===== config.mk =====
export PLATFORM = sky130hd
export DESIGN_NAME = io_bridge
export DESIGN_NICKNAME = d
export VERILOG_FILES = /design/src/rtl/io_bridge_pkg.sv /design/src/rtl/io_bridge_timer.sv /design/src/rtl/io_bridge.sv
export SDC_FILE = /design/constraint.sdc
export NUM_CORES = 1
export LEC_CHECK = 0
export CORE_MARGIN = 1.5
export CORE_UTILIZATION = 53
export DETAILED_ROUTE_END_ITERATION = 10
export PLACE_DENSITY = 0.94
export SLEW_MARGIN = 40
export SYNTH_ARGS = -nofsm -noshare
export SYNTH_HDL_FRONTEND = slang
export SYNTH_SLANG_ARGS = --single-unit

===== constraint.sdc =====
create_clock -name clk -period 5.55 [get_ports clk]
set_input_delay 1.11 -clock clk [delete_from_list [all_inputs] [get_ports clk]]
set_output_delay 1.11 -clock clk [all_outputs]
set_load 0.03 [all_outputs]

===== src/rtl/io_bridge_pkg.sv =====
// io_bridge_pkg: shared definitions for the CPU I/O bridge.
//   - byte addresses of every mapped register
//   - register index within a timer block, CTRL bit positions, MODE encodings
//   - timer FSM state enum
//   - apply_be(): byte-enable merge used by every writable register
package io_bridge_pkg;

  localparam logic [31:0] ADDR_T0_CTRL   = 32'h0000_7F00;
  localparam logic [31:0] ADDR_T0_PRESET = 32'h0000_7F04;
  localparam logic [31:0] ADDR_T0_COUNT  = 32'h0000_7F08;
  localparam logic [31:0] ADDR_T1_CTRL   = 32'h0000_7F10;
  localparam logic [31:0] ADDR_T1_PRESET = 32'h0000_7F14;
  localparam logic [31:0] ADDR_T1_COUNT  = 32'h0000_7F18;
  localparam logic [31:0] ADDR_GPIO_OUT  = 32'h0000_7F20;
  localparam logic [31:0] ADDR_GPIO_IN   = 32'h0000_7F24;

  // Word index of a register inside a 16-byte timer block
  localparam logic [1:0] REG_CTRL   = 2'd0;
  localparam logic [1:0] REG_PRESET = 2'd1;
  localparam logic [1:0] REG_COUNT  = 2'd2;

  localparam int CTRL_EN_BIT   = 0;
  localparam int CTRL_MODE_LSB = 1;
  localparam int CTRL_IM_BIT   = 3;

  localparam logic [1:0] MODE_ONESHOT = 2'b00;
  localparam logic [1:0] MODE_RELOAD  = 2'b01;

  typedef enum logic [1:0] {
    ST_IDLE = 2'd0,
    ST_LOAD = 2'd1,
    ST_CNT  = 2'd2,
    ST_INT  = 2'd3
  } timer_state_t;

  function automatic logic [31:0] apply_be(input logic [31:0] old_val,
                                           input logic [31:0] new_val,
                                           input logic [3:0]  be);
    logic [31:0] r;
    r = old_val;
    for (int i = 0; i < 4; i++) begin
      if (be[i]) r[8*i +: 8] = new_val[8*i +: 8];
    end
    return r;
  endfunction

endpackage


===== src/rtl/io_bridge_timer.sv =====
// io_timer: one programmable down-counter with CTRL/PRESET/COUNT registers.
// Ports:
//   clk, rst_n   system clock, async active-low reset
//   wr_en        CPU write strobe already qualified by block decode
//   reg_idx      word index in block (0 CTRL, 1 PRESET, 2 COUNT, 3 unmapped)
//   wd, be       write data and byte enables
//   rd           combinational read data for reg_idx
//   irq          irq_flag & IM
//
// state   | meaning
// IDLE    | stopped, waits for EN
// LOAD    | copy PRESET into COUNT
// CNT     | decrement COUNT once per cycle
// INT     | terminal count reached; one-shot stops, auto-reload restarts
module io_timer
  import io_bridge_pkg::*;
(
  input  logic        clk,
  input  logic        rst_n,
  input  logic        wr_en,
  input  logic [1:0]  reg_idx,
  input  logic [31:0] wd,
  input  logic [3:0]  be,
  output logic [31:0] rd,
  output logic        irq
);

  timer_state_t state;
  logic         en;
  logic [1:0]   mode;
  logic         im;
  logic [31:0]  preset;
  logic [31:0]  count;
  logic         irq_flag;

  logic        wr_ctrl;
  logic        wr_preset;
  logic [3:0]  ctrl_cur;
  logic [3:0]  ctrl_new;

  assign wr_ctrl   = wr_en && (reg_idx == REG_CTRL);
  assign wr_preset = wr_en && (reg_idx == REG_PRESET);

  always_comb begin
    ctrl_cur                          = '0;
    ctrl_cur[CTRL_EN_BIT]             = en;
    ctrl_cur[CTRL_MODE_LSB +: 2]      = mode;
    ctrl_cur[CTRL_IM_BIT]             = im;
  end

  // Only byte 0 of CTRL holds storage; upper bits read as zero
  assign ctrl_new = be[0] ? wd[3:0] : ctrl_cur;

  always_comb begin
    case (reg_idx)
      REG_CTRL:   rd = {28'b0, ctrl_cur};
      REG_PRESET: rd = preset;
      REG_COUNT:  rd = count;
      default:    rd = '0;
    endcase
  end

  assign irq = irq_flag & im;

  always_ff @(posedge clk or negedge rst_n) begin
    if (!rst_n) begin
      state    <= ST_IDLE;
      en       <= 1'b0;
      mode     <= MODE_ONESHOT;
      im       <= 1'b0;
      preset   <= '0;
      count    <= '0;
      irq_flag <= 1'b0;
    end else begin
      if (wr_preset) preset <= apply_be(preset, wd, be);

      case (state)
        ST_IDLE: begin
          if (en) state <= ST_LOAD;
        end
        ST_LOAD: begin
          if (!en) begin
            state <= ST_IDLE;
          end else if (preset == '0) begin
            // Zero preset fires immediately instead of wrapping
            count    <= '0;
            irq_flag <= 1'b1;
            state    <= ST_INT;
          end else begin
            count <= preset;
            state <= ST_CNT;
          end
        end
        ST_CNT: begin
          if (!en) begin
            state <= ST_IDLE;
          end else if (count == 32'd1) begin
            count    <= '0;
            irq_flag <= 1'b1;
            state    <= ST_INT;
          end else begin
            count <= count - 32'd1;
          end
        end
        ST_INT: begin
          if (!en) begin
            state <= ST_IDLE;
          end else if (mode == MODE_RELOAD) begin
            // Reload is folded into this cycle so the irq period is PRESET+1
            irq_flag <= 1'b0;
            if (preset == '0) begin
              state <= ST_LOAD;
            end else begin
              count <= preset;
              state <= ST_CNT;
            end
          end else begin
            en    <= 1'b0;
            state <= ST_IDLE;
          end
        end
        default: state <= ST_IDLE;
      endcase

      // A CPU CTRL write overrides any same-cycle hardware EN clear / irq set
      if (wr_ctrl) begin
        en       <= ctrl_new[CTRL_EN_BIT];
        mode     <= ctrl_new[CTRL_MODE_LSB +: 2];
        im       <= ctrl_new[CTRL_IM_BIT];
        irq_flag <= 1'b0;
      end
    end
  end

endmodule


===== src/rtl/io_bridge.sv =====
// io_bridge: CPU-side I/O block with timers, GPIO and interrupt collection.
// Build option: define IO_BRIDGE_TIMER1_EN to include timer 1; otherwise its
// addresses read 0, ignore writes and HWInt[3] is tied low.
// Ports:
//   clk, rst_n         system clock, async active-low reset
//   PrAddr[31:2]       CPU word address
//   PrWD, PrBE         write data and byte enables
//   IOWrite            write strobe
//   PrRD               combinational read data
//   HWInt[7:2]         {ext_int synchronised, T1 irq, T0 irq}
//   ext_int            asynchronous external interrupt sources
//   gpio_out, gpio_in  general-purpose output register / input pins
module io_bridge
  import io_bridge_pkg::*;
(
  input  logic        clk,
  input  logic        rst_n,
  input  logic [31:2] PrAddr,
  input  logic [31:0] PrWD,
  input  logic [3:0]  PrBE,
  input  logic        IOWrite,
  output logic [31:0] PrRD,
  output logic [7:2]  HWInt,
  input  logic [3:0]  ext_int,
  output logic [31:0] gpio_out,
  input  logic [31:0] gpio_in
);

  logic [31:0] byte_addr;
  logic        t0_blk;
  logic [31:0] t0_rd;
  logic        t0_irq;
  logic        t1_irq;
  logic        gpio_out_hit;
  logic        gpio_in_hit;
  logic [3:0]  ext_sync1;
  logic [3:0]  ext_sync2;

  assign byte_addr    = {PrAddr, 2'b00};
  assign t0_blk       = (byte_addr[31:4] == ADDR_T0_CTRL[31:4]);
  assign gpio_out_hit = (byte_addr == ADDR_GPIO_OUT);
  assign gpio_in_hit  = (byte_addr == ADDR_GPIO_IN);

  io_timer u_t0 (
    .clk     (clk),
    .rst_n   (rst_n),
    .wr_en   (IOWrite && t0_blk),
    .reg_idx (PrAddr[3:2]),
    .wd      (PrWD),
    .be      (PrBE),
    .rd      (t0_rd),
    .irq     (t0_irq)
  );

`ifdef IO_BRIDGE_TIMER1_EN
  logic        t1_blk;
  logic [31:0] t1_rd;

  assign t1_blk = (byte_addr[31:4] == ADDR_T1_CTRL[31:4]);

  io_timer u_t1 (
    .clk     (clk),
    .rst_n   (rst_n),
    .wr_en   (IOWrite && t1_blk),
    .reg_idx (PrAddr[3:2]),
    .wd      (PrWD),
    .be      (PrBE),
    .rd      (t1_rd),
    .irq     (t1_irq)
  );
`else
  assign t1_irq = 1'b0;
`endif

  always_comb begin
    PrRD = '0;
    if (t0_blk) begin
      PrRD = t0_rd;
    end
`ifdef IO_BRIDGE_TIMER1_EN
    else if (t1_blk) begin
      PrRD = t1_rd;
    end
`endif
    else if (gpio_out_hit) begin
      PrRD = gpio_out;
    end else if (gpio_in_hit) begin
      PrRD = gpio_in;
    end
  end

  always_ff @(posedge clk or negedge rst_n) begin
    if (!rst_n) begin
      gpio_out  <= '0;
      ext_sync1 <= '0;
      ext_sync2 <= '0;
    end else begin
      if (IOWrite && gpio_out_hit) gpio_out <= apply_be(gpio_out, PrWD, PrBE);
      ext_sync1 <= ext_int;
      ext_sync2 <= ext_sync1;
    end
  end

  assign HWInt = {ext_sync2, t1_irq, t0_irq};

endmodule


==> qor.txt, run 1 <==
TritonRoute pass-1 iters - 6
Mapped Cells - 685
critical path endpoint category - output pin
Latency at later pin - 360 ps
Async S/R FF share, synth - 100.0%
share of layout cells above drive strength 1 - 12.83%
Pwr Density - 184.8 nW/um2
worst reg2reg endpoint - u_t0.count[11]
FP Util - 54.49%
Synth Area in Adders - 0.3807%
Worst Hold Class - flop to flop
logic share of the area - 41.38%
CP Buf/Inv Count - 3
Top Metal Used - met4
sw power - 0.3853 mW
met3 WL post-DR - 1630 um
Setup Buffers After CTS - 0
chip area - 13080 um2
gr usage total - 29.92%
status - completed
GR peak layer - met2
Synth top area share - 42.26%
minimum clock period - 4667 ps
pre-CTS setup slack - 879.3 ps
Vias per Instance - 6.230
clk tree area frac - 3.260%
part of the power in registers - 50.8%
Final #Nets - 936
clock transition at the registers of the reported paths - 80 ps
Req. time, crit path - 4440 ps
Sw Share - 24.15%
GRT met2 Usage - 49.00%
Worst Path Class, Setup - input port to output pin
Setup crit end - PrRD[1]
hold buffer count at CTS - 0
VDD IR max - 0.1355 mV
R2R Path Start - u_t0.count[6]
==> run_1/met1.png <==
Scale bar: 20 um.
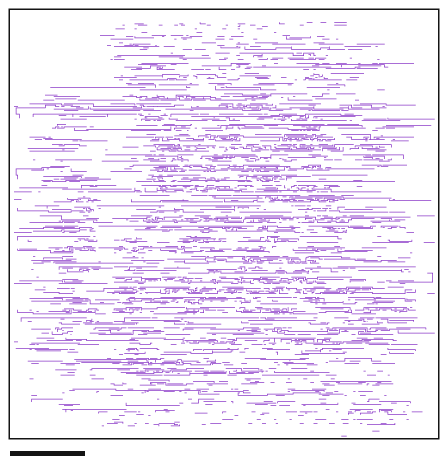
nets with wire on the layer: 818
wire length on this layer: 7620 um
via count: 6242
grt met1 use: 39.83%

==> run_1/met2.png <==
Scale bar: 20 um. Cells faint in the background.
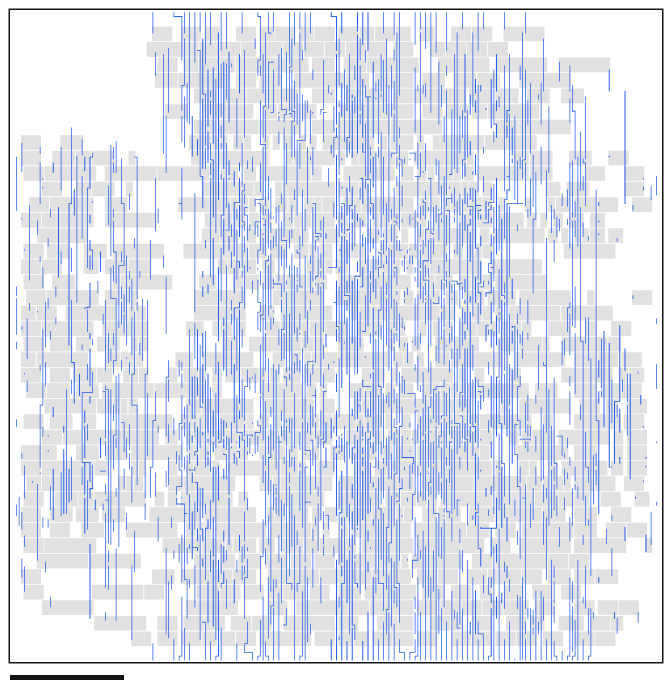
wire length on this layer: 8970 um
nets with wire on the layer: 800
main direction: vertical
share of all routed wire: 48%
longest straight run: 40.8 um

==> run_1/met3.png <==
Scale bar: 20 um. Cells faint in the background.
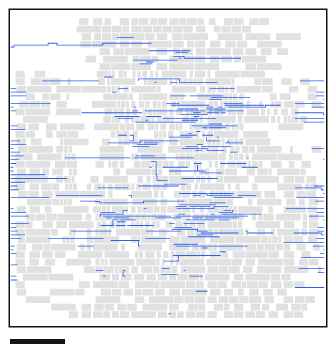
longest straight run: 26.0 um
share of all routed wire: 8.7%
nets with wire on the layer: 161
wire length on this layer: 1630 um
met3 Usage GRT: 5.982%
routed wire length: 18760 um

==> run_1/met4.png <==
Scale bar: 20 um.
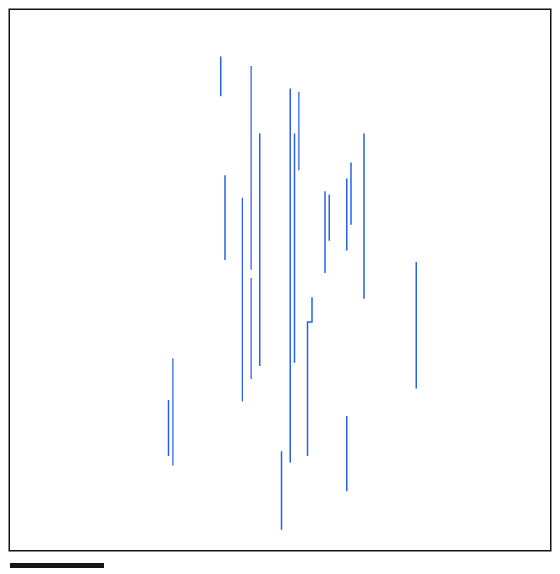

==> run 1 -> run 2 <==
--- a/config.mk
+++ b/config.mk
@@ -6,9 +6,9 @@
 export NUM_CORES = 1
 export LEC_CHECK = 0
 export CORE_MARGIN = 1.5
-export CORE_UTILIZATION = 53
+export CORE_UTILIZATION = 49
 export DETAILED_ROUTE_END_ITERATION = 10
-export PLACE_DENSITY = 0.94
+export PLACE_DENSITY = 0.89
 export SLEW_MARGIN = 40
 export SYNTH_ARGS = -nofsm -noshare
 export SYNTH_HDL_FRONTEND = slang
==> constraint.sdc (replaced) <==
create_clock -name clk -period 4.3 [get_ports clk]
set_input_delay 0.86 -clock clk [delete_from_list [all_inputs] [get_ports clk]]
set_output_delay 0.86 -clock clk [all_outputs]
set_load 0.03 [all_outputs]
==> run_2/met4.png <==
Scale bar: 20 um.
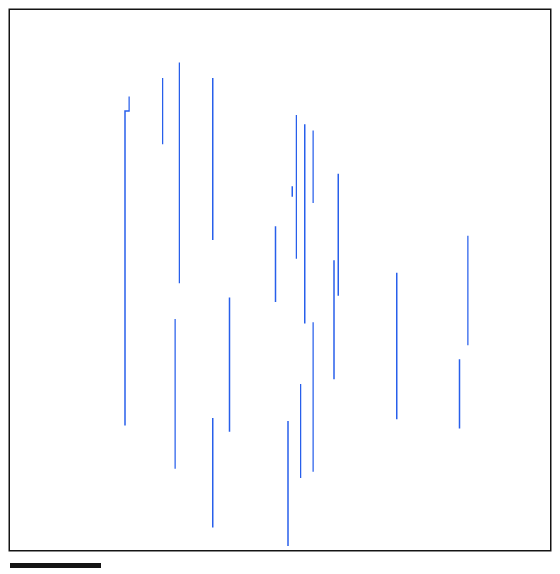
longest straight run: 69.1 um
wire length on this layer: 569 um
main direction: vertical

==> run_2/met2.png <==
Scale bar: 20 um. Cells faint in the background.
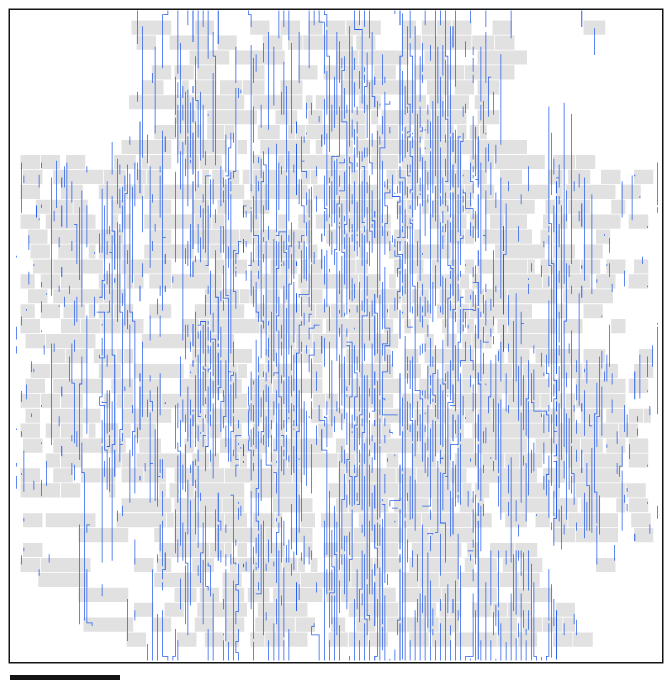
main direction: vertical
share of all routed wire: 47%
GRT met2 Usage: 45.13%
routed wire length: 19330 um
via count: 6141

==> run_2/met3.png <==
Scale bar: 20 um. Cells faint in the background.
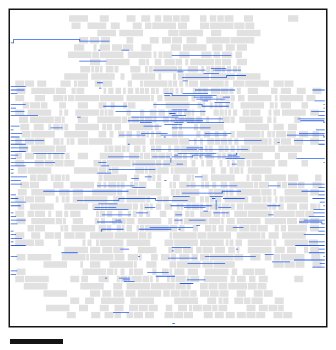
wire length on this layer: 1460 um
main direction: horizontal
nets with wire on the layer: 156
share of all routed wire: 7.6%

==> run 2 against run 1 <==
Against the previous run:
- total power increased by 30%
- register-to-register slack worse by 1200 ps
- highest routed layer unchanged
- critical path depth did not move
- hold slack worse by 5.4 ps
- flip-flop count unchanged
- sequential power up 29%
- clock skew about the same
- combinational power is 33% higher
- first-iteration DRC count rose by 6.5%
- critical path type unchanged
- synthesized area unchanged
- cell count rose by 1.0%
- synthesized cell count did not move
==> qor.txt, run 2 <==
gr usage total - 28.22% (was 29.92%)
TritonRoute pass-1 iters - 7 (was 6)
Top Metal Used - met4 (unchanged)
Latency at later pin - 370 ps (was 360 ps)
Mapped Cells - 685 (unchanged)
chip area - 14120 um2 (was 13080 um2)
logic share of the area - 40.95% (was 41.38%)
hold buffer count at CTS - 0 (unchanged)
minimum clock period - 3788 ps
share of layout cells above drive strength 1 - 13.40% (was 12.83%)
status - completed (unchanged)
critical path endpoint category - output pin (unchanged)
Setup crit end - PrRD[28] (was PrRD[1])
worst reg2reg endpoint - u_t0.count[10] (was u_t0.count[11])
Vias per Instance - 6.068 (was 6.230)
Worst Path Class, Setup - input port to output pin (unchanged)
Setup Buffers After CTS - 0 (unchanged)
pre-CTS setup slack - 307.3 ps (was 879.3 ps)
Synth Area in Adders - 0.3807% (unchanged)
clk tree area frac - 3.255% (was 3.260%)
VDD IR max - 0.1910 mV (was 0.1355 mV)
Synth top area share - 42.26% (unchanged)
grt met1 use - 37.52% (was 39.83%)
sw power - 0.4985 mW (was 0.3853 mW)
Final #Nets - 938 (was 936)
met3 WL post-DR - 1462 um (was 1630 um)
clock transition at the registers of the reported paths - 70 ps (was 80 ps)
==> run_2/final_congestion.png <==
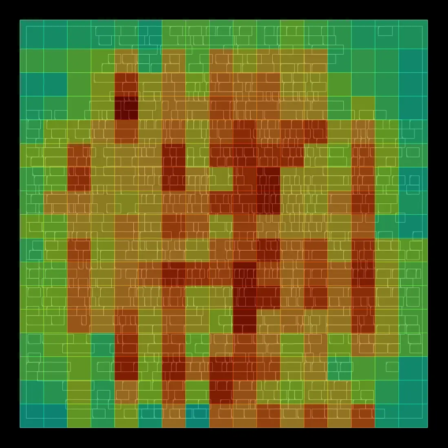

==> run 2 -> run 3 <==
--- a/config.mk
+++ b/config.mk
@@ -8,6 +8,7 @@
 export CORE_MARGIN = 1.5
 export CORE_UTILIZATION = 49
 export DETAILED_ROUTE_END_ITERATION = 10
+export GPL_TIMING_DRIVEN = 0
 export PLACE_DENSITY = 0.89
 export SLEW_MARGIN = 40
 export SYNTH_ARGS = -nofsm -noshare
==> run_3/final_congestion.png <==
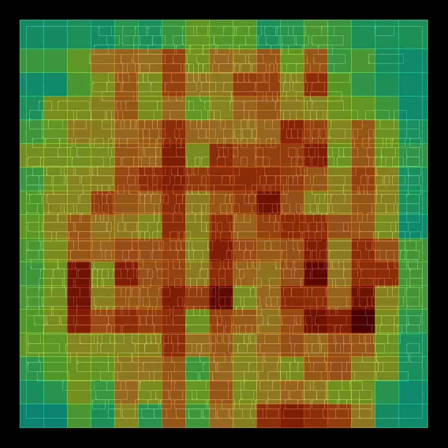
grt met1 use: 42.24%
met3 Usage GRT: 5.029%
Core Util, Final: 66.83%
gr usage total: 30.75%
GR peak layer: met2

==> run_3/met1.png <==
Scale bar: 20 um.
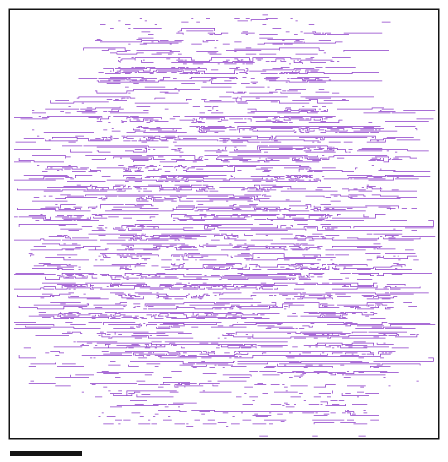
longest straight run: 41.2 um
nets with wire on the layer: 853
share of all routed wire: 42%
wire length on this layer: 8860 um
main direction: horizontal

==> run 3 against run 2 <==
Against the previous run:
- via count up 4.1%
- clock skew hardly changed
- maximum frequency shrank 9.9%
- synthesized cell count is the same
- largest cell class unchanged
- highest routed layer unchanged
==> qor.txt, run 3 <==
status - completed (unchanged)
R2R Path Start - u_t0.count[8] (was u_t0.count[6])
CP Buf/Inv Count - 3 (unchanged)
FP Util - 49.83% (unchanged)
Rel. slew slack - 43.87% (was 37.81%)
routed wire length - 21170 um (was 19330 um)
VDD IR max - 0.2000 mV (was 0.1910 mV)
met3 WL post-DR - 1890 um (was 1462 um)
Setup crit end - PrRD[19] (was PrRD[28])
part of the power in registers - 49.4% (was 50.4%)
Sw Share - 25.56% (was 23.98%)
Vias per Instance - 6.097 (was 6.068)
Mapped Cells - 685 (unchanged)
Final #Nets - 974 (was 938)
Fin. Hold Viols - 0 (unchanged)
GRT met2 Usage - 48.00% (was 45.13%)
Top Metal Used - met4 (unchanged)
TritonRoute pass-1 iters - 7 (unchanged)
share of layout cells above drive strength 1 - 8.716% (was 13.40%)
clock transition at the registers of the reported paths - 80 ps (was 70 ps)
Synth top area share - 42.26% (unchanged)
HPWL Detailed - 15290 um (was 13650 um)
Async S/R FF share, synth - 100.0% (unchanged)
minimum clock period - 4203 ps (was 3788 ps)
Req. time, crit path - 3440 ps (about the same)
Worst Hold Class - flop to flop (unchanged)
clk tree area frac - 3.336% (was 3.255%)
via count - 6390 (was 6141)
Pwr Density - 240.7 nW/um2 (was 238.2 nW/um2)
worst reg2reg endpoint - u_t0.count[8] (was u_t0.count[10])
logic share of the area - 40.50% (was 40.95%)
Synth Area in Adders - 0.3807% (unchanged)
Worst Path Class, Setup - input port to output pin (unchanged)
sw power - 0.5423 mW (was 0.4985 mW)
Clock Skew - 7.930 ps (was 8.270 ps)
==> run_3/met4.png <==
Scale bar: 20 um.
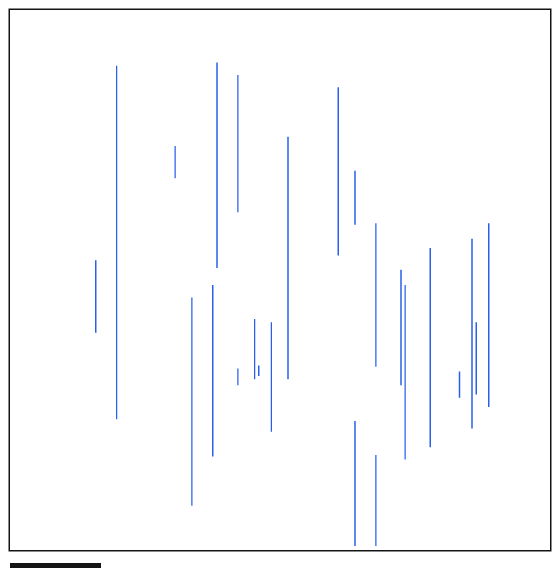
longest straight run: 77.5 um
share of all routed wire: 3.3%

No activity file was given, so power comes from the tool's default toggle rates.
